`src/rtl/pc_seq_if.sv`:
```
// Bundle between the decode/hazard side and the next-PC sequencer.
// master drives decode and requests; slave (pc_seq) returns PC controls and counters.
interface pc_seq_if #(
  parameter int unsigned CNT_W = 32
);
  logic             id_valid;
  logic [1:0]       id_pc_inc;
  logic             id_branch_taken;
  logic [31:0]      id_abs_addr;
  logic [31:0]      id_branch_off;
  logic             stall_req;
  logic             halt_req;
  logic             resume;

  logic             pc_clr;
  logic [1:0]       pc_inc;
  logic             branch_taken;
  logic [31:0]      abs_addr;
  logic [31:0]      branch_addr;
  logic             flush;
  logic             halted;
  logic             running;
  logic [CNT_W-1:0] cyc_cnt;
  logic [CNT_W-1:0] stall_cnt;
  logic [CNT_W-1:0] redirect_cnt;

  modport master (
    output id_valid, id_pc_inc, id_branch_taken, id_abs_addr, id_branch_off,
    output stall_req, halt_req, resume,
    input  pc_clr, pc_inc, branch_taken, abs_addr, branch_addr, flush,
    input  halted, running, cyc_cnt, stall_cnt, redirect_cnt
  );

  modport slave (
    input  id_valid, id_pc_inc, id_branch_taken, id_abs_addr, id_branch_off,
    input  stall_req, halt_req, resume,
    output pc_clr, pc_inc, branch_taken, abs_addr, branch_addr, flush,
    output halted, running, cyc_cnt, stall_cnt, redirect_cnt
  );
endinterface

```
`src/rtl/pc_seq.sv`:
```
// Next-PC sequencer: arbitrates decode redirects, stalls and halt/resume into PC controls,
// parking a redirect that arrives while fetch is held, and keeps saturating perf counters.
module pc_seq #(
  parameter int unsigned BOOT_CYCLES = 4,
  parameter int unsigned CNT_W       = 32
) (
  input logic     i_clk,
  input logic     i_clr_n,
  pc_seq_if.slave io_bus
);

  localparam logic [1:0] PcNormal = 2'b00;
  localparam logic [1:0] PcBranch = 2'b01;
  localparam logic [1:0] PcJump   = 2'b10;
  localparam logic [1:0] PcStop   = 2'b11;

  localparam int unsigned      BootW    = (BOOT_CYCLES > 1) ? $clog2(BOOT_CYCLES) : 1;
  localparam logic [BootW-1:0] BootLast = BootW'(BOOT_CYCLES - 1);
  localparam logic [CNT_W-1:0] CntMax   = '1;

  typedef enum logic [1:0] {StBoot, StRun, StStall, StHalt} state_e;

  state_e             r_state;
  state_e             w_state_d;
  logic [BootW-1:0]   r_boot_cnt;
  logic               r_pend_valid;
  logic [1:0]         r_pend_inc;
  logic [31:0]        r_pend_abs;
  logic [31:0]        r_pend_off;
  logic [CNT_W-1:0]   r_cyc_cnt;
  logic [CNT_W-1:0]   r_stall_cnt;
  logic [CNT_W-1:0]   r_redir_cnt;

  logic               w_redirect;
  logic               w_capture;
  logic               w_pend_clr;
  logic               w_stall_inc;
  logic               w_redir_inc;
  logic               w_pc_clr;
  logic [1:0]         w_pc_inc;
  logic               w_branch_taken;
  logic [31:0]        w_abs_addr;
  logic [31:0]        w_branch_addr;
  logic               w_flush;

  assign w_redirect = io_bus.id_valid &
                      ((io_bus.id_pc_inc == PcJump) ||
                       ((io_bus.id_pc_inc == PcBranch) && io_bus.id_branch_taken));

  always_comb begin
    w_state_d      = r_state;
    w_pc_clr       = 1'b0;
    w_pc_inc       = PcStop;
    w_branch_taken = 1'b0;
    w_abs_addr     = r_pend_valid ? r_pend_abs : io_bus.id_abs_addr;
    w_branch_addr  = r_pend_valid ? r_pend_off : io_bus.id_branch_off;
    w_flush        = 1'b0;
    w_capture      = 1'b0;
    w_pend_clr     = 1'b0;
    w_stall_inc    = 1'b0;
    w_redir_inc    = 1'b0;

    unique case (r_state)
      StBoot: begin
        w_pc_clr = 1'b1;
        w_flush  = 1'b1;
        if (r_boot_cnt == BootLast) w_state_d = StRun;
      end
      StRun: begin
        if (io_bus.halt_req) begin
          w_capture = w_redirect;
          w_state_d = StHalt;
        end else if (io_bus.stall_req) begin
          w_capture   = w_redirect;
          w_stall_inc = 1'b1;
          w_state_d   = StStall;
        end else if (r_pend_valid) begin
          // Parked redirect goes out first; this cycle's decode fields are dropped.
          w_pc_inc       = r_pend_inc;
          w_branch_taken = 1'b1;
          w_flush        = 1'b1;
          w_pend_clr     = 1'b1;
          w_redir_inc    = 1'b1;
        end else begin
          w_pc_inc       = io_bus.id_valid ? io_bus.id_pc_inc : PcNormal;
          w_branch_taken = io_bus.id_valid & io_bus.id_branch_taken;
          w_flush        = w_redirect;
          w_redir_inc    = w_redirect;
        end
      end
      StStall: begin
        w_capture = w_redirect;
        if (io_bus.halt_req) begin
          w_state_d = StHalt;
        end else if (!io_bus.stall_req) begin
          w_state_d = StRun;
        end else begin
          w_stall_inc = 1'b1;
        end
      end
      StHalt: begin
        if (io_bus.resume && !io_bus.halt_req) w_state_d = StRun;
      end
      default: w_state_d = StBoot;
    endcase
  end

  always_ff @(posedge i_clk) begin
    if (!i_clr_n) begin
      r_state    <= StBoot;
      r_boot_cnt <= '0;
    end else begin
      r_state <= w_state_d;
      if (r_state == StBoot) r_boot_cnt <= r_boot_cnt + 1'b1;
    end
  end

  // Oldest redirect wins: a new one is latched only into an empty slot.
  always_ff @(posedge i_clk) begin
    if (!i_clr_n) begin
      r_pend_valid <= 1'b0;
      r_pend_inc   <= PcNormal;
      r_pend_abs   <= '0;
      r_pend_off   <= '0;
    end else if (w_pend_clr) begin
      r_pend_valid <= 1'b0;
    end else if (w_capture && !r_pend_valid) begin
      r_pend_valid <= 1'b1;
      r_pend_inc   <= io_bus.id_pc_inc;
      r_pend_abs   <= io_bus.id_abs_addr;
      r_pend_off   <= io_bus.id_branch_off;
    end
  end

  always_ff @(posedge i_clk) begin
    if (!i_clr_n) begin
      r_cyc_cnt   <= '0;
      r_stall_cnt <= '0;
      r_redir_cnt <= '0;
    end else begin
      if ((r_state != StBoot) && (r_cyc_cnt != CntMax)) r_cyc_cnt <= r_cyc_cnt + 1'b1;
      if (w_stall_inc && (r_stall_cnt != CntMax)) r_stall_cnt <= r_stall_cnt + 1'b1;
      if (w_redir_inc && (r_redir_cnt != CntMax)) r_redir_cnt <= r_redir_cnt + 1'b1;
    end
  end

  assign io_bus.pc_clr       = w_pc_clr;
  assign io_bus.pc_inc       = w_pc_inc;
  assign io_bus.branch_taken = w_branch_taken;
  assign io_bus.abs_addr     = w_abs_addr;
  assign io_bus.branch_addr  = w_branch_addr;
  assign io_bus.flush        = w_flush;
  assign io_bus.halted       = (r_state == StHalt);
  assign io_bus.running      = (r_state == StRun);
  assign io_bus.cyc_cnt      = r_cyc_cnt;
  assign io_bus.stall_cnt    = r_stall_cnt;
  assign io_bus.redirect_cnt = r_redir_cnt;

endmodule

```
`src/flat_wrapper.sv`:
```
// flat-port wrapper written by rule: the top's interface ports become plain ports
module pc_seq_flat 
#(
  parameter int unsigned BOOT_CYCLES = 4,
  parameter int unsigned CNT_W       = 32
)
  (i_clk, i_clr_n, io_bus_id_valid, io_bus_id_pc_inc, io_bus_id_branch_taken, io_bus_id_abs_addr, io_bus_id_branch_off, io_bus_stall_req, io_bus_halt_req, io_bus_resume, io_bus_pc_clr, io_bus_pc_inc, io_bus_branch_taken, io_bus_abs_addr, io_bus_branch_addr, io_bus_flush, io_bus_halted, io_bus_running, io_bus_cyc_cnt, io_bus_stall_cnt, io_bus_redirect_cnt);
  pc_seq_if #(.CNT_W(CNT_W)) io_bus_i ();
  input logic i_clk;
  input logic i_clr_n;
  input wire logic [$bits(io_bus_i.id_valid)-1:0] io_bus_id_valid;
  input wire logic [$bits(io_bus_i.id_pc_inc)-1:0] io_bus_id_pc_inc;
  input wire logic [$bits(io_bus_i.id_branch_taken)-1:0] io_bus_id_branch_taken;
  input wire logic [$bits(io_bus_i.id_abs_addr)-1:0] io_bus_id_abs_addr;
  input wire logic [$bits(io_bus_i.id_branch_off)-1:0] io_bus_id_branch_off;
  input wire logic [$bits(io_bus_i.stall_req)-1:0] io_bus_stall_req;
  input wire logic [$bits(io_bus_i.halt_req)-1:0] io_bus_halt_req;
  input wire logic [$bits(io_bus_i.resume)-1:0] io_bus_resume;
  output wire logic [$bits(io_bus_i.pc_clr)-1:0] io_bus_pc_clr;
  output wire logic [$bits(io_bus_i.pc_inc)-1:0] io_bus_pc_inc;
  output wire logic [$bits(io_bus_i.branch_taken)-1:0] io_bus_branch_taken;
  output wire logic [$bits(io_bus_i.abs_addr)-1:0] io_bus_abs_addr;
  output wire logic [$bits(io_bus_i.branch_addr)-1:0] io_bus_branch_addr;
  output wire logic [$bits(io_bus_i.flush)-1:0] io_bus_flush;
  output wire logic [$bits(io_bus_i.halted)-1:0] io_bus_halted;
  output wire logic [$bits(io_bus_i.running)-1:0] io_bus_running;
  output wire logic [$bits(io_bus_i.cyc_cnt)-1:0] io_bus_cyc_cnt;
  output wire logic [$bits(io_bus_i.stall_cnt)-1:0] io_bus_stall_cnt;
  output wire logic [$bits(io_bus_i.redirect_cnt)-1:0] io_bus_redirect_cnt;
  assign io_bus_i.id_valid = io_bus_id_valid;
  assign io_bus_i.id_pc_inc = io_bus_id_pc_inc;
  assign io_bus_i.id_branch_taken = io_bus_id_branch_taken;
  assign io_bus_i.id_abs_addr = io_bus_id_abs_addr;
  assign io_bus_i.id_branch_off = io_bus_id_branch_off;
  assign io_bus_i.stall_req = io_bus_stall_req;
  assign io_bus_i.halt_req = io_bus_halt_req;
  assign io_bus_i.resume = io_bus_resume;
  assign io_bus_pc_clr = io_bus_i.pc_clr;
  assign io_bus_pc_inc = io_bus_i.pc_inc;
  assign io_bus_branch_taken = io_bus_i.branch_taken;
  assign io_bus_abs_addr = io_bus_i.abs_addr;
  assign io_bus_branch_addr = io_bus_i.branch_addr;
  assign io_bus_flush = io_bus_i.flush;
  assign io_bus_halted = io_bus_i.halted;
  assign io_bus_running = io_bus_i.running;
  assign io_bus_cyc_cnt = io_bus_i.cyc_cnt;
  assign io_bus_stall_cnt = io_bus_i.stall_cnt;
  assign io_bus_redirect_cnt = io_bus_i.redirect_cnt;
  pc_seq #(.BOOT_CYCLES(BOOT_CYCLES), .CNT_W(CNT_W)) u_core (.i_clk(i_clk), .i_clr_n(i_clr_n), .io_bus(io_bus_i));
endmodule
```
`config.mk`:
```
export PLATFORM = sky130hd
export DESIGN_NAME = pc_seq_flat
export DESIGN_NICKNAME = d
export VERILOG_FILES = /design/src/rtl/pc_seq_if.sv /design/src/rtl/pc_seq.sv /design/src/flat_wrapper.sv
export SDC_FILE = /design/constraint.sdc
export NUM_CORES = 1
export LEC_CHECK = 0
export ABC_AREA = 1
export CORE_MARGIN = 4
export CORE_UTILIZATION = 50
export CTS_BUF_LIST = sky130_fd_sc_hd__clkbuf_8 sky130_fd_sc_hd__clkbuf_16
export CTS_CLUSTER_DIAMETER = 30
export CTS_CLUSTER_SIZE = 14
export DETAILED_ROUTE_END_ITERATION = 6
export PLACE_DENSITY = 0.81
export SYNTH_ARGS = -nofsm -noshare
export SYNTH_HDL_FRONTEND = slang
export SYNTH_SLANG_ARGS = --single-unit
```
`constraint.sdc`:
```
create_clock -name i_clk -period 2.1 [get_ports i_clk]
set_input_delay 0.315 -clock i_clk [delete_from_list [all_inputs] [get_ports i_clk]]
set_output_delay 0.315 -clock i_clk [all_outputs]
set_load 0.005 [all_outputs]
```
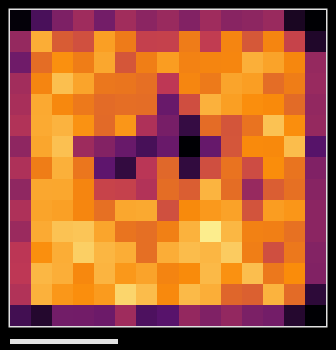
*Local utilization, run 1*
Scale bar: 50 µm. The die is cut into 15 by 15 equal tiles; black is low, pale yellow is high, 0 to 100% covered.
The mean over all tiles is 60%. 1.8% of the tiles are nearly empty. 32% of the tiles are over 75% full. The fullest tile reaches 96%.

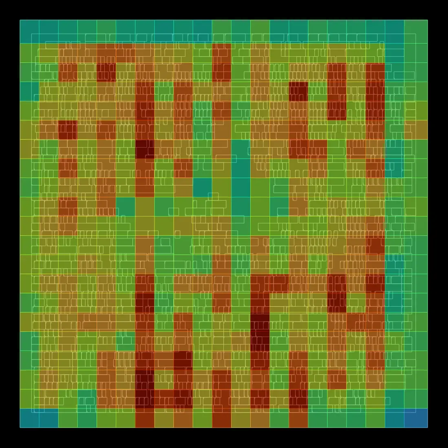
*Routing congestion map, run 1*
met2 usage: 44.57%
met3 GRT Util: 6.580%
grt met1 use: 31.86%

==> flow_metrics.env, run 1 <==
# source this file to load flow results
export IMPL_post_route_util_pct=69.98
export IMPL_gp_congestion=0.9397
export IMPL_p_clk_share_pct=36.9
export IMPL_grt_max_degree=87
export IMPL_num_fill_cells=1592
export IMPL_max_clock_freq_mhz=479.6
export IMPL_drt_total_wl_um=28640
export IMPL_async_flop_share_pct=0
export IMPL_endpoint_kind="output port"
export IMPL_hold_violations=0
export IMPL_ys_warn_count=0
export IMPL_cts_buffers=17
export IMPL_rows=50
export IMPL_p_total_uw=8347
export IMPL_drc=0
export IMPL_firstDrtPassIters=5
export IMPL_die_area_um2=21430
export IMPL_grt_overflow_total=0
export IMPL_cts_tree="built"
export IMPL_grt_usage_pct=26.19
export IMPL_internal_power_uw=5863
export IMPL_mostFrequentLayoutCell="nand2_1"
export IMPL_avgSynthCellArea_um2=6.252
export IMPL_synth_stat_cells=1532
export IMPL_vias=10558
export IMPL_drive_above_1_share_pct=8.459
export IMPL_cp_arrival_ns=1.77
export IMPL_period_used_pct=99.29
export IMPL_core_um2=18770
export IMPL_required_ns=1.78
export IMPL_warnings=30
export IMPL_synth_nets=1613
export IMPL_place_hpwl_um=20730
export IMPL_ios=240
export IMPL_relSlewSlack_pct=47.77
export IMPL_avgViaCountPerCell=5.198
export IMPL_tns_ns=0
export IMPL_ant_nets=0
export IMPL_cellPowerDensity_nw_per_um2=635.5
export IMPL_fin_hold_ws_ns=0.4519
export IMPL_areaGrowthSynthToFinish_pct=37.13
export IMPL_top_cell_area_share_pct=34.91
export IMPL_edf_count=0
export IMPL_yosysTopAreaCell="dfxtp_1"
export IMPL_fp_util_pct=51.03
export IMPL_htreeDepth=4
export IMPL_comb_power_share_pct=21.7
export IMPL_ys_chip_area_um2=9578
export IMPL_layout_nets=1866
export IMPL_ys_seq_share_pct=34.91
export IMPL_avgRoutedWirePerCell_um=14.10
export IMPL_grt_pass1_vias=9904
export IMPL_maxSlewViolCount=0
export IMPL_grt_pass1_wl_um=47170
export IMPL_topCellsByArea="dfxtp_1 35%, nand2_1 19%, o21ai_0 7.4%"
export IMPL_antenna_found_initial=0
export IMPL_ys_flop_type="dfxtp_1"
export IMPL_clk_pin_slew_ns=0.07
export IMPL_power_switching_uw=2484
export IMPL_syn_area_um2=9578
export IMPL_rsz0062_at_grt="yes"
export IMPL_port_buffer_count=239
export IMPL_startpoint_type="register"
export IMPL_ys_types=32
export IMPL_vdd_ir_drop_max_mv=0.5891
export IMPL_layout_setup_ws_ns=0.01498
export IMPL_clk_latency_ns=0.43
export IMPL_outcome="finished clean"
export IMPL_skew_ns=0.008683
export IMPL_layout_min_cycle_time_ns=2.085
export IMPL_cts_buffer_depth=2
export IMPL_insertedDiodeCount=0
export IMPL_cts_sinks=167
export IMPL_ys_ff=167
export IMPL_place_ws_ns=-0.2179
export IMPL_die_x_um=146.4
export IMPL_crit_fanout=25
export IMPL_worstHoldPathType="register to register"
export IMPL_die_y_um=146.4
export IMPL_drt_iter0_drc=661
export IMPL_synthCells=1532
export IMPL_cts_root_buf="clkbuf_16"
export IMPL_swShare_pct=29.76
export IMPL_seqPwrFrac_pct=41.3
export IMPL_maxCapViolCount=0
export IMPL_tightestPinTransition_ns=0.7835
export IMPL_final_cell_mix="494 x nand2_1, 185 x nor2_1, 179 x clkdlybuf4s50_1"
export IMPL_critical_path_class="register to output port"
export IMPL_setup_viol=0
export IMPL_leakage_uw=0.005009
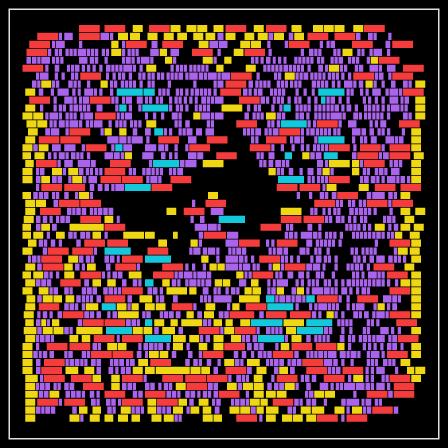
*Cell classes on the final placement, run 1*
clock drivers and dummy loads: marked cyan, cells 31. flops: marked red, cells 167. combinational and other logic: marked purple, cells 1303. other buffers and delay cells: marked yellow, cells 296.

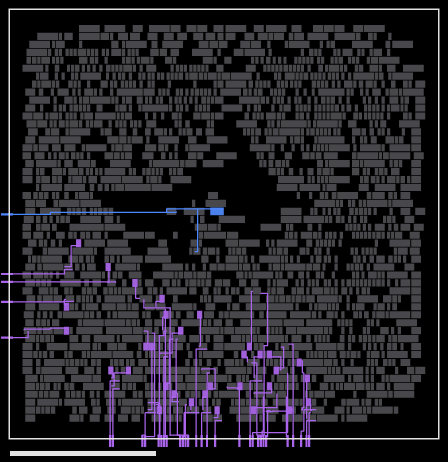
*Port wiring, run 1*
Scale bar: 50 µm.
io_bus_halted: marked blue, bits 1, direction output, edge left, end cells 1, buffers 1, wire 93.1 µm. io_bus_branch_addr: marked purple, bits 32, direction output, edge 28 bottom, 4 left, end cells 32, buffers 32, wire 1060 µm.

## run 1: cell usage after synthesis, types with 2 or more instances
library cell  number
clkbuf_1          45
a21oi_2           20
nand4_1           20
xnor2_1           21
inv_2              3
a21oi_1          122
nor2_4             7
buf_1              2
nor3_1            10
buf_2              7
xor2_1            23
o21bai_1           2
buf_12             2
nor2_1           185
inv_1            162
nand3b_1           2
nand2_2           13
a211oi_1           2
dfxtp_1          167
nand3_1           49
o21ai_0          141
nor2_2             8
ha_1               8
nand2_4            5
buf_6              6
nand2_1          494
## run 1: power groups by stage
stage / Sequential, µW / Clock (µW) / Combinational (µW)
after global routing: 3460 / 3250 / 2010
after global placement: 3500 / 0 / 1780
after floorplan: 3490 / 0 / 1010
after CTS: 3450 / 3130 / 1810
after detailed placement: 3510 / 0 / 1810
final: 3450 / 3080 / 1810
## run 1: path summary, 6_finish.rpt
check	to	slack, ns	depth (start not counted)	startpoint
worst min register to register	u_core.r_pend_abs[26]	0.45	2	u_core.r_pend_abs[26]
worst min-delay path	u_core.r_pend_abs[26]	0.45	2	u_core.r_pend_abs[26]
worst max-delay path	io_bus_branch_addr[9]	0.01	5	u_core.r_pend_valid
worst max register to register	u_core.io_bus.stall_cnt[21]	0.19	11	u_core.io_bus.stall_cnt[0]
## run 1: kinds of logic after synthesis
logic type	count (synthesis)	share of synthesized area [%]
fa+ha+maj	8	1.045
buf+inv	228	9.837
xor+xnor	44	4.024
compound gates	289	16.04
simple gates	796	34.15
flops	167	34.91
## run 1: critical path, cell delays in order (launching register included)
cell and delay, ns:
dfxtp_4 0.37, inv_8 0.13, buf_12 0.17, nand2_1 0.06, o21ai_0 0.08, clkdlybuf4s50_1 0.54
## run 1: state kept, by name, indices dropped and copies added, names as in the netlist
signal,count
u_core.io_bus.cyc_cnt,32
u_core.io_bus.redirect_cnt,32
u_core.io_bus.stall_cnt,32
u_core.r_pend_abs,32
u_core.r_pend_off,32
u_core.r_boot_cnt,2
u_core.r_pend_inc,2
u_core.r_state,2
u_core.r_pend_valid,1
## run 1: timing repair
item                                    4_1_cts  5_1_grt
gates resized                                65       24
endpoints found under the setup margin       64       36
gates cloned                                  2        1
pin swaps                                     0        0
hold buffers                                  0        0
buffers inserted                              3        0
## run 1: routing by layer
| layer | global-route usage (%) | routed length (µm) | vias up |
|---|---|---|---|
| li1 | - | - | 5330 |
| met1 | 31.86 | 11990 | 4802 |
| met2 | 44.57 | 13800 | 358 |
| met3 | 6.580 | 1994 | 68 |
| met4 | 10.21 | 847 | 0 |
| met5 | 0 | 0 | - |
## run 1: through the flow
step | cells | cell area (µm²)
after global placement | 1994 | 12430
final | 2031 | 13130
after detailed placement | 1994 | 12430
after floorplan | 1532 | 9578
after global routing | 2031 | 13130
after CTS | 2030 | 13070
## run 1: final cells by class
| class | count | area (µm²) | share of cell area [%] |
|---|---|---|---|
| clock buffers | 19 | 452.9 | 3.449 |
| clock inverters | 12 | 118.9 | 0.9050 |
| inverters | 166 | 633.1 | 4.820 |
| multi-input cells | 1137 | 5313 | 40.45 |
| flip-flops and latches | 167 | 3348 | 25.49 |
| well taps | 234 | 292.8 | 2.229 |
| repair buffers | 296 | 2975 | 22.65 |
==> run 2: changes to the inputs <==
Settings changed: SKIP_CTS_REPAIR_TIMING set to 1.
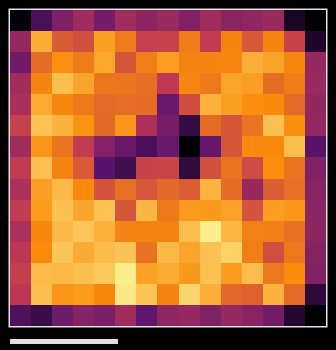
*Local utilization, run 2*
Scale bar: 50 µm. The die is cut into 15 by 15 equal tiles; black is low, pale yellow is high, 0 to 100% covered.
32% of the tiles are over 75% full. The mean over all tiles is 61%. The fullest tile reaches 96%. 1.8% of the tiles are nearly empty.
post-layout util: 71.03%
core box area: 18770 µm²

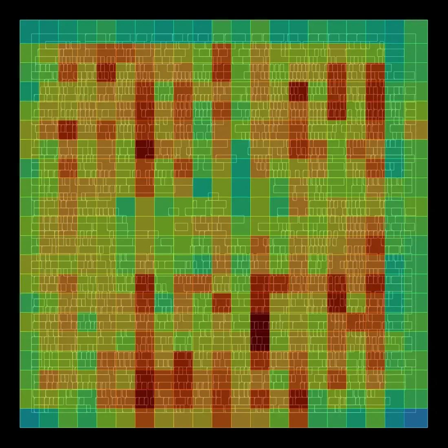
*Routing congestion map, run 2*
met2 usage: 43.88%
wire per inst: 14.01 µm
Top Usage Layer GRT: met2

==> run 2 against run 1 <==
Routed wire length is 0.36% lower; non-clock buffer count is 6 higher; final cell count is 0.30% higher; largest cell class unchanged; core utilization is 1.1 points higher; maximum frequency is 0.79% higher; critical path type unchanged; sequential power hardly changed; area after synthesis stayed put; highest routed layer unchanged; register-to-register slack hardly changed.
==> flow_metrics.env, run 2 <==
# source this file to load flow results
export IMPL_outcome="finished clean"
export IMPL_yosysTopAreaCell="dfxtp_1"
export IMPL_top_cell_area_share_pct=34.91
export IMPL_areaGrowthSynthToFinish_pct=39.19
export IMPL_cp_slowest_stage_delay_ns=0.53
export IMPL_grt_usage_pct=25.82
export IMPL_drc=0
export IMPL_logic_area_um2=5313
export IMPL_cp_top_family="buffers and inverters"
export IMPL_antenna_found_initial=0
export IMPL_hold_violations=0
export IMPL_die_area_um2=21430
export IMPL_fp_util_pct=51.03
export IMPL_avgSynthCellArea_um2=6.252
export IMPL_vias=10560
export IMPL_grt_pass1_wl_um=46410
export IMPL_die_x_um=146.4
export IMPL_regArea_um2=3346
export IMPL_crit_fanout=25
export IMPL_cts_root_buf="clkbuf_16"
export IMPL_avgViaCountPerCell=5.184
export IMPL_ys_types=32
export IMPL_insertedDiodeCount=0
export IMPL_die_y_um=146.4
export IMPL_vdd_ir_drop_max_mv=0.5889
export IMPL_place_hpwl_um=20730
export IMPL_placed_area_um2=12430
export IMPL_edf_count=0
export IMPL_endpoint_kind="output port"
export IMPL_syn_area_um2=9578
export IMPL_gp_congestion=0.9397
export IMPL_grt_overflow_total=0
export IMPL_synth_nets=1613
export IMPL_cp_num_buf_inv=3
export IMPL_synth_stat_cells=1532
export IMPL_cts_sinks=167
export IMPL_most_common_cell="nand2_1"
export IMPL_layout_nets=1872
export IMPL_layout_min_cycle_time_ns=2.069
export IMPL_placed_cells=1994
export IMPL_grt_max_degree=87
export IMPL_crit_chain="clkinv_4 -> buf_12 -> o21ai_1 -> clkdlybuf4s50_1"
export IMPL_cts_buffer_depth=2
export IMPL_cellPowerDensity_nw_per_um2=627.7
export IMPL_relSlewSlack_pct=47.18
export IMPL_htreeDepth=4
export IMPL_clk_pin_slew_ns=0.07
export IMPL_ys_flop_type="dfxtp_1"
export IMPL_maxSlewViolCount=0
export IMPL_drt_iter0_drc=642
export IMPL_synthCells=1532
export IMPL_cts_tree="built"
export IMPL_max_clock_freq_mhz=483.4
export IMPL_startpoint_type="register"
export IMPL_maxCapViolCount=0
export IMPL_ys_ff=167
export IMPL_clk_latency_ns=0.43
export IMPL_rows=50
export IMPL_grt_pass1_vias=9823
export IMPL_ys_chip_area_um2=9578
export IMPL_num_fill_cells=1540
export IMPL_ys_warn_count=0
export IMPL_worstHoldPathType="register to register"
export IMPL_drt_total_wl_um=28530
export IMPL_warnings=29
export IMPL_cp_arrival_ns=1.75
export IMPL_cts_buffers=17
export IMPL_design_area_um2=13330
export IMPL_period_used_pct=98.51
export IMPL_topCellsByArea="dfxtp_1 35%, nand2_1 19%, o21ai_0 7.4%"
export IMPL_critical_path_class="register to output port"
export IMPL_drive_above_1_share_pct=8.708
export IMPL_common_cells="494 x nand2_1, 185 x nor2_1, 167 x dfxtp_1"
export IMPL_final_cell_mix="494 x nand2_1, 185 x nor2_1, 171 x clkdlybuf4s50_1"
export IMPL_leakage_uw=0.005430
export IMPL_stdcell_count=2037
export IMPL_worst_path_max_delay_cell="clkdlybuf4s50_1"
export IMPL_required_ns=1.78
export IMPL_mostFrequentLayoutCell="nand2_1"
export IMPL_firstDrtPassIters=5
export IMPL_async_flop_share_pct=0
export IMPL_ant_nets=0
export IMPL_setup_viol=0
export IMPL_ys_seq_share_pct=34.91
export IMPL_tightestPinTransition_ns=0.7923
export IMPL_skew_ns=0.008008
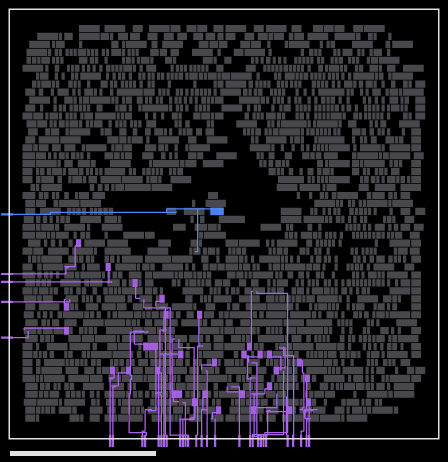
*Port wiring, run 2*
Scale bar: 50 µm.
io_bus_branch_addr: marked purple, bits 32, direction output, edge 28 bottom, 4 left, end cells 32, buffers 32, wire 1110 µm. io_bus_halted: marked blue, bits 1, direction output, edge left, end cells 1, buffers 1, wire 93.1 µm.
Buffers on Ports: 239
Ports: 240

run 2: where the power goes:
part	internal [µW]	switching, µW	total, µW
registers	3350	97.6	3450
clock network	1710	1370	3070
logic	836	1010	1850
run 2: area by class of cell:
| class | count | area share (%) |
|---|---|---|
| Sequential cell | 167 | 25.10 |
| Clock inverter | 12 | 0.8916 |
| Multi-Input combinational cell | 1137 | 39.85 |
| Clock buffer | 19 | 3.397 |
| Inverter | 166 | 4.730 |
| Timing Repair Buffer | 302 | 23.84 |
| Tap cell | 234 | 2.196 |
run 2: kinds of logic (layout without fill, tap and decap cells):
| family | Yosys count | count (layout) | synth area share (%) |
|---|---|---|---|
| and+or+nand+nor | 796 | 796 | 34.15 |
| AOI/OAI and AO/OA | 289 | 289 | 16.04 |
| buffers and inverters | 228 | 499 | 9.837 |
| DFF | 167 | 167 | 34.91 |
| xor gates and xnor gates | 44 | 44 | 4.024 |
| adders and majority gates | 8 | 8 | 1.045 |
run 2: metal layers:
layer / vias to the layer above / routed length, µm / global-route usage [%]
met2: 348 / 13680 / 43.88
met4: 0 / 852 / 10.02
met3: 71 / 2016 / 6.704
met1: 4798 / 11980 / 31.34
li1: 5343 / - / -
met5: - / 0 / 0
run 2: worst paths after layout:
check | startpoint | to | slack [ns] | cells past startpoint
max | u_core.r_pend_valid | io_bus_branch_addr[9] | 0.03 | 4
min reg2reg | u_core.r_pend_abs[26] | u_core.r_pend_abs[26] | 0.45 | 2
max reg2reg | u_core.io_bus.stall_cnt[0] | u_core.io_bus.stall_cnt[21] | 0.19 | 11
min | u_core.r_pend_abs[26] | u_core.r_pend_abs[26] | 0.45 | 2
run 2: through the flow:
stage / TNS, ns / utilization [%] / total power [µW] / setup WS, ns / hold slack (ns)
2_1_floorplan: 0 / - / 4504 / 0.3738 / 0.4221
4_1_cts: -10.19 / 69.30 / 8399 / -0.3338 / 0.4484
6_report: 0 / 71.03 / 8368 / 0.03122 / 0.4515
3_3_place_gp: -1.774 / 66.25 / 5284 / -0.2222 / 0.4335
5_1_grt: -0.05101 / 71.03 / 8761 / -0.05101 / 0.4687
3_5_place_dp: -2.948 / 66.25 / 5326 / -0.2179 / 0.4395
run 2: tightest hold or removal path, stage by stage, from the launching register on:
cell	delay (ns)
dfxtp_1	0.30
inv_1	0.05
a21oi_1	0.05
==> run 3: changes to the inputs <==
Settings changed: RECOVER_POWER set to 25.
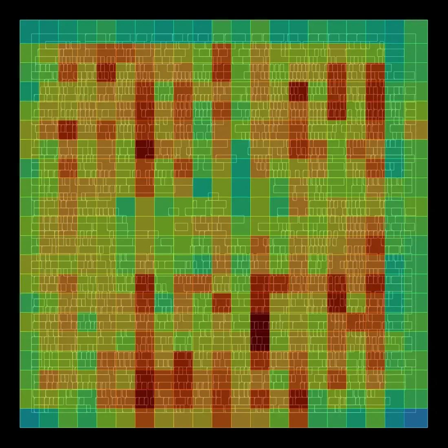
*Routing congestion map, run 3*
total track usage: 25.82%
grt met1 use: 31.34%
met3 GRT Util: 6.704%

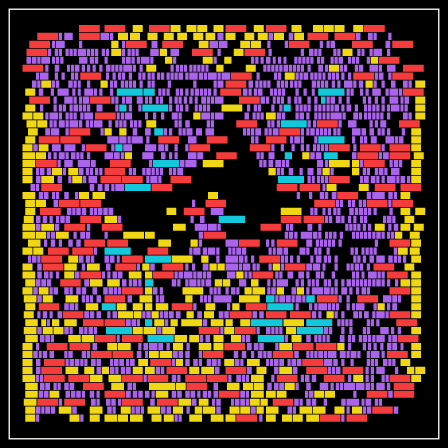
*Cell classes on the final placement, run 3*
flops: marked red, cells 167. combinational and other logic: marked purple, cells 1303. clock drivers and dummy loads: marked cyan, cells 31. other buffers and delay cells: marked yellow, cells 302.

==> run 3 against run 2 <==
Combinational power barely moved; non-clock buffer count did not move; sequential share of layout area did not move; worst setup slack improved by 0.0020 ns; via count barely moved; die area did not move; core utilization did not move.
==> flow_metrics.env, run 3 <==
# source this file to load flow results
export IMPL_outcome="finished clean"
export IMPL_yosysTopAreaCell="dfxtp_1"
export IMPL_topCellsByArea="dfxtp_1 35%, nand2_1 19%, o21ai_0 7.4%"
export IMPL_port_buffer_count=239
export IMPL_hold_violations=0
export IMPL_insertedDiodeCount=0
export IMPL_endpoint_kind="output port"
export IMPL_crit_end="io_bus_branch_addr[9]"
export IMPL_synth_nets=1613
export IMPL_regArea_um2=3346
export IMPL_die_area_um2=21430
export IMPL_antenna_found_initial=0
export IMPL_grt_max_degree=87
export IMPL_ant_nets=0
export IMPL_xor_share_pct=4.024
export IMPL_grt_pass1_vias=9823
export IMPL_critical_path_class="register to output port"
export IMPL_final_cell_mix="494 x nand2_1, 185 x nor2_1, 168 x clkdlybuf4s50_1"
export IMPL_cts_sinks=167
export IMPL_gp_congestion=0.9397
export IMPL_vdd_ir_drop_max_mv=0.5852
export IMPL_startpoint_type="register"
export IMPL_areaGrowthSynthToFinish_pct=39.19
export IMPL_rows=50
export IMPL_async_flop_share_pct=0
export IMPL_drc=0
export IMPL_fin_hold_ws_ns=0.4515
export IMPL_syn_area_um2=9578
export IMPL_busiest_layer="met2"
export IMPL_max_clock_freq_mhz=483.8
export IMPL_ys_types=32
export IMPL_worstHoldPathType="register to register"
export IMPL_most_common_cell="nand2_1"
export IMPL_crit_fanout=25
export IMPL_mostFrequentLayoutCell="nand2_1"
export IMPL_ys_chip_area_um2=9578
export IMPL_grt_pass1_wl_um=46410
export IMPL_warnings=29
export IMPL_r2r_slack_ns=0.19
export IMPL_die_x_um=146.4
export IMPL_layout_min_cycle_time_ns=2.067
export IMPL_logic_area_um2=5313
export IMPL_ys_sh_adder_pct=1.045
export IMPL_worstReg2RegEnd="u_core.io_bus.stall_cnt[21]"
export IMPL_period_used_pct=98.42
export IMPL_drt_iter0_drc=640
export IMPL_synth_stat_cells=1532
export IMPL_ys_seq_share_pct=34.91
export IMPL_cts_root_buf="clkbuf_16"
export IMPL_drt_total_wl_um=28520
export IMPL_common_cells="494 x nand2_1, 185 x nor2_1, 167 x dfxtp_1"
export IMPL_num_fill_cells=1540
export IMPL_synthCells=1532
export IMPL_ys_flop_type="dfxtp_1"
export IMPL_ys_warn_count=0
export IMPL_place_ws_ns=-0.2179
export IMPL_compound_area_share_pct=16.04
export IMPL_vias=10551
export IMPL_core_um2=18770
export IMPL_avgSynthCellArea_um2=6.252
export IMPL_reg2reg_from="u_core.io_bus.stall_cnt[0]"
export IMPL_maxCapViolCount=0
export IMPL_clk_pin_slew_ns=0.07
export IMPL_use_met2_pct=43.88
export IMPL_cts_buffers=17
export IMPL_simple_gate_area_share_pct=34.15
export IMPL_tightestPinTransition_ns=0.7916
export IMPL_ys_top_logic_family="simple AND/OR/NAND/NOR gates"
export IMPL_layout_setup_ws_ns=0.03323
export IMPL_synthMuxAreaShare_pct=0
export IMPL_avgViaCountPerCell=5.180
export IMPL_cts_buffer_depth=2
export IMPL_ios=240
export IMPL_cellPowerDensity_nw_per_um2=627.4
export IMPL_ff2ff_path_depth=11
export IMPL_edf_count=0
export IMPL_maxSlewViolCount=0
export IMPL_skew_ns=0.007610
export IMPL_avgRoutedWirePerCell_um=14.00
export IMPL_relSlewSlack_pct=47.23
export IMPL_required_ns=1.78
export IMPL_firstDrtPassIters=5
export IMPL_clk_latency_ns=0.43
export IMPL_cts_tree="built"
export IMPL_drive_above_1_share_pct=8.708
export IMPL_fp_util_pct=51.03
export IMPL_layout_nets=1872
export IMPL_die_y_um=146.4
export IMPL_stdcell_count=2037
export IMPL_cp_arrival_ns=1.75
export IMPL_placed_cells=1994
export IMPL_leakage_uw=0.005440
export IMPL_place_hpwl_um=20730
export IMPL_grt_overflow_total=0
export IMPL_htreeDepth=4
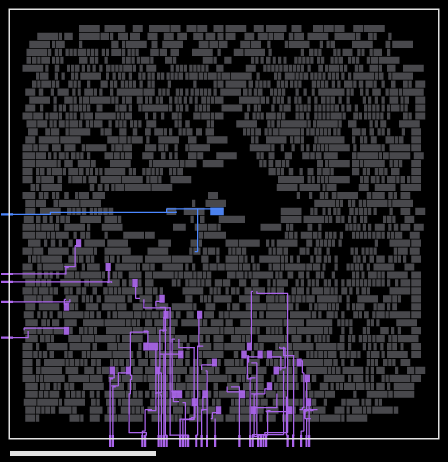
*Port wiring, run 3*
Scale bar: 50 µm.
io_bus_halted: marked blue, bits 1, direction output, edge left, end cells 1, buffers 1, wire 93.1 µm. io_bus_branch_addr: marked purple, bits 32, direction output, edge 28 bottom, 4 left, end cells 32, buffers 32, wire 1100 µm.

==> run 3: how the worst min path moves through the flow <==
stage | from | to | cells after the start | slack [ns]
3_5_place_dp | u_core.r_pend_inc[1] | u_core.r_pend_inc[1] | 2 | 0.44
4_1_cts | u_core.r_pend_inc[1] | u_core.r_pend_inc[1] | 2 | 0.45
2_1_floorplan | u_core.r_pend_inc[1] | u_core.r_pend_inc[1] | 2 | 0.42
3_3_place_gp | u_core.r_pend_inc[1] | u_core.r_pend_inc[1] | 2 | 0.43
6_report | u_core.r_pend_abs[26] | u_core.r_pend_abs[26] | 2 | 0.45
5_1_grt | u_core.r_pend_off[28] | u_core.r_pend_off[28] | 2 | 0.47
==> run 3: power by group <==
group / switching (µW) / internal (µW)
registers: 97.4 / 3350
logic: 1010 / 834
clock network: 1360 / 1710
==> run 3: per-stage QoR <==
step | instance area [µm²] | setup TNS [ns] | utilization, % | power [µW]
2_1_floorplan | 9578 | 0 | - | 4504
3_3_place_gp | 12430 | -1.774 | 66.25 | 5284
3_5_place_dp | 12430 | -2.948 | 66.25 | 5326
4_1_cts | 13010 | -10.19 | 69.30 | 8399
5_1_grt | 13330 | -0.05101 | 71.03 | 8759
6_report | 13330 | 0 | 71.03 | 8364
==> run 3: routing by layer <==
layer | wire length (µm) | vias to the layer above
met5 | 0 | -
met4 | 811 | 0
met3 | 2047 | 67
met2 | 13690 | 355
met1 | 11970 | 4787
li1 | - | 5342
==> run 3: critical path: stages (launching register included) <==
cell             delay (ns)
dfxtp_2                0.36
clkinv_4               0.11
buf_12                 0.17
o21ai_1                0.15
clkdlybuf4s50_1        0.53
==> run 3: final cells by class <==
| class | count | area share [%] |
|---|---|---|
| Multi-Input combinational cell | 1137 | 39.85 |
| Sequential cell | 167 | 25.10 |
| Timing Repair Buffer | 302 | 23.84 |
| Inverter | 166 | 4.730 |
| Clock buffer | 19 | 3.397 |
| Tap cell | 234 | 2.196 |
| Clock inverter | 12 | 0.8916 |
==> run 3: logic make-up after synthesis <==
kind of cell               count (synthesis)
buffers and inverters                    228
adders and majority gates                  8
xor gates and xnor gates                  44
DFF                                      167
and+or+nand+nor                          796
AOI/OAI and AO/OA                        289
No activity file was given, so power comes from the tool's default toggle rates.
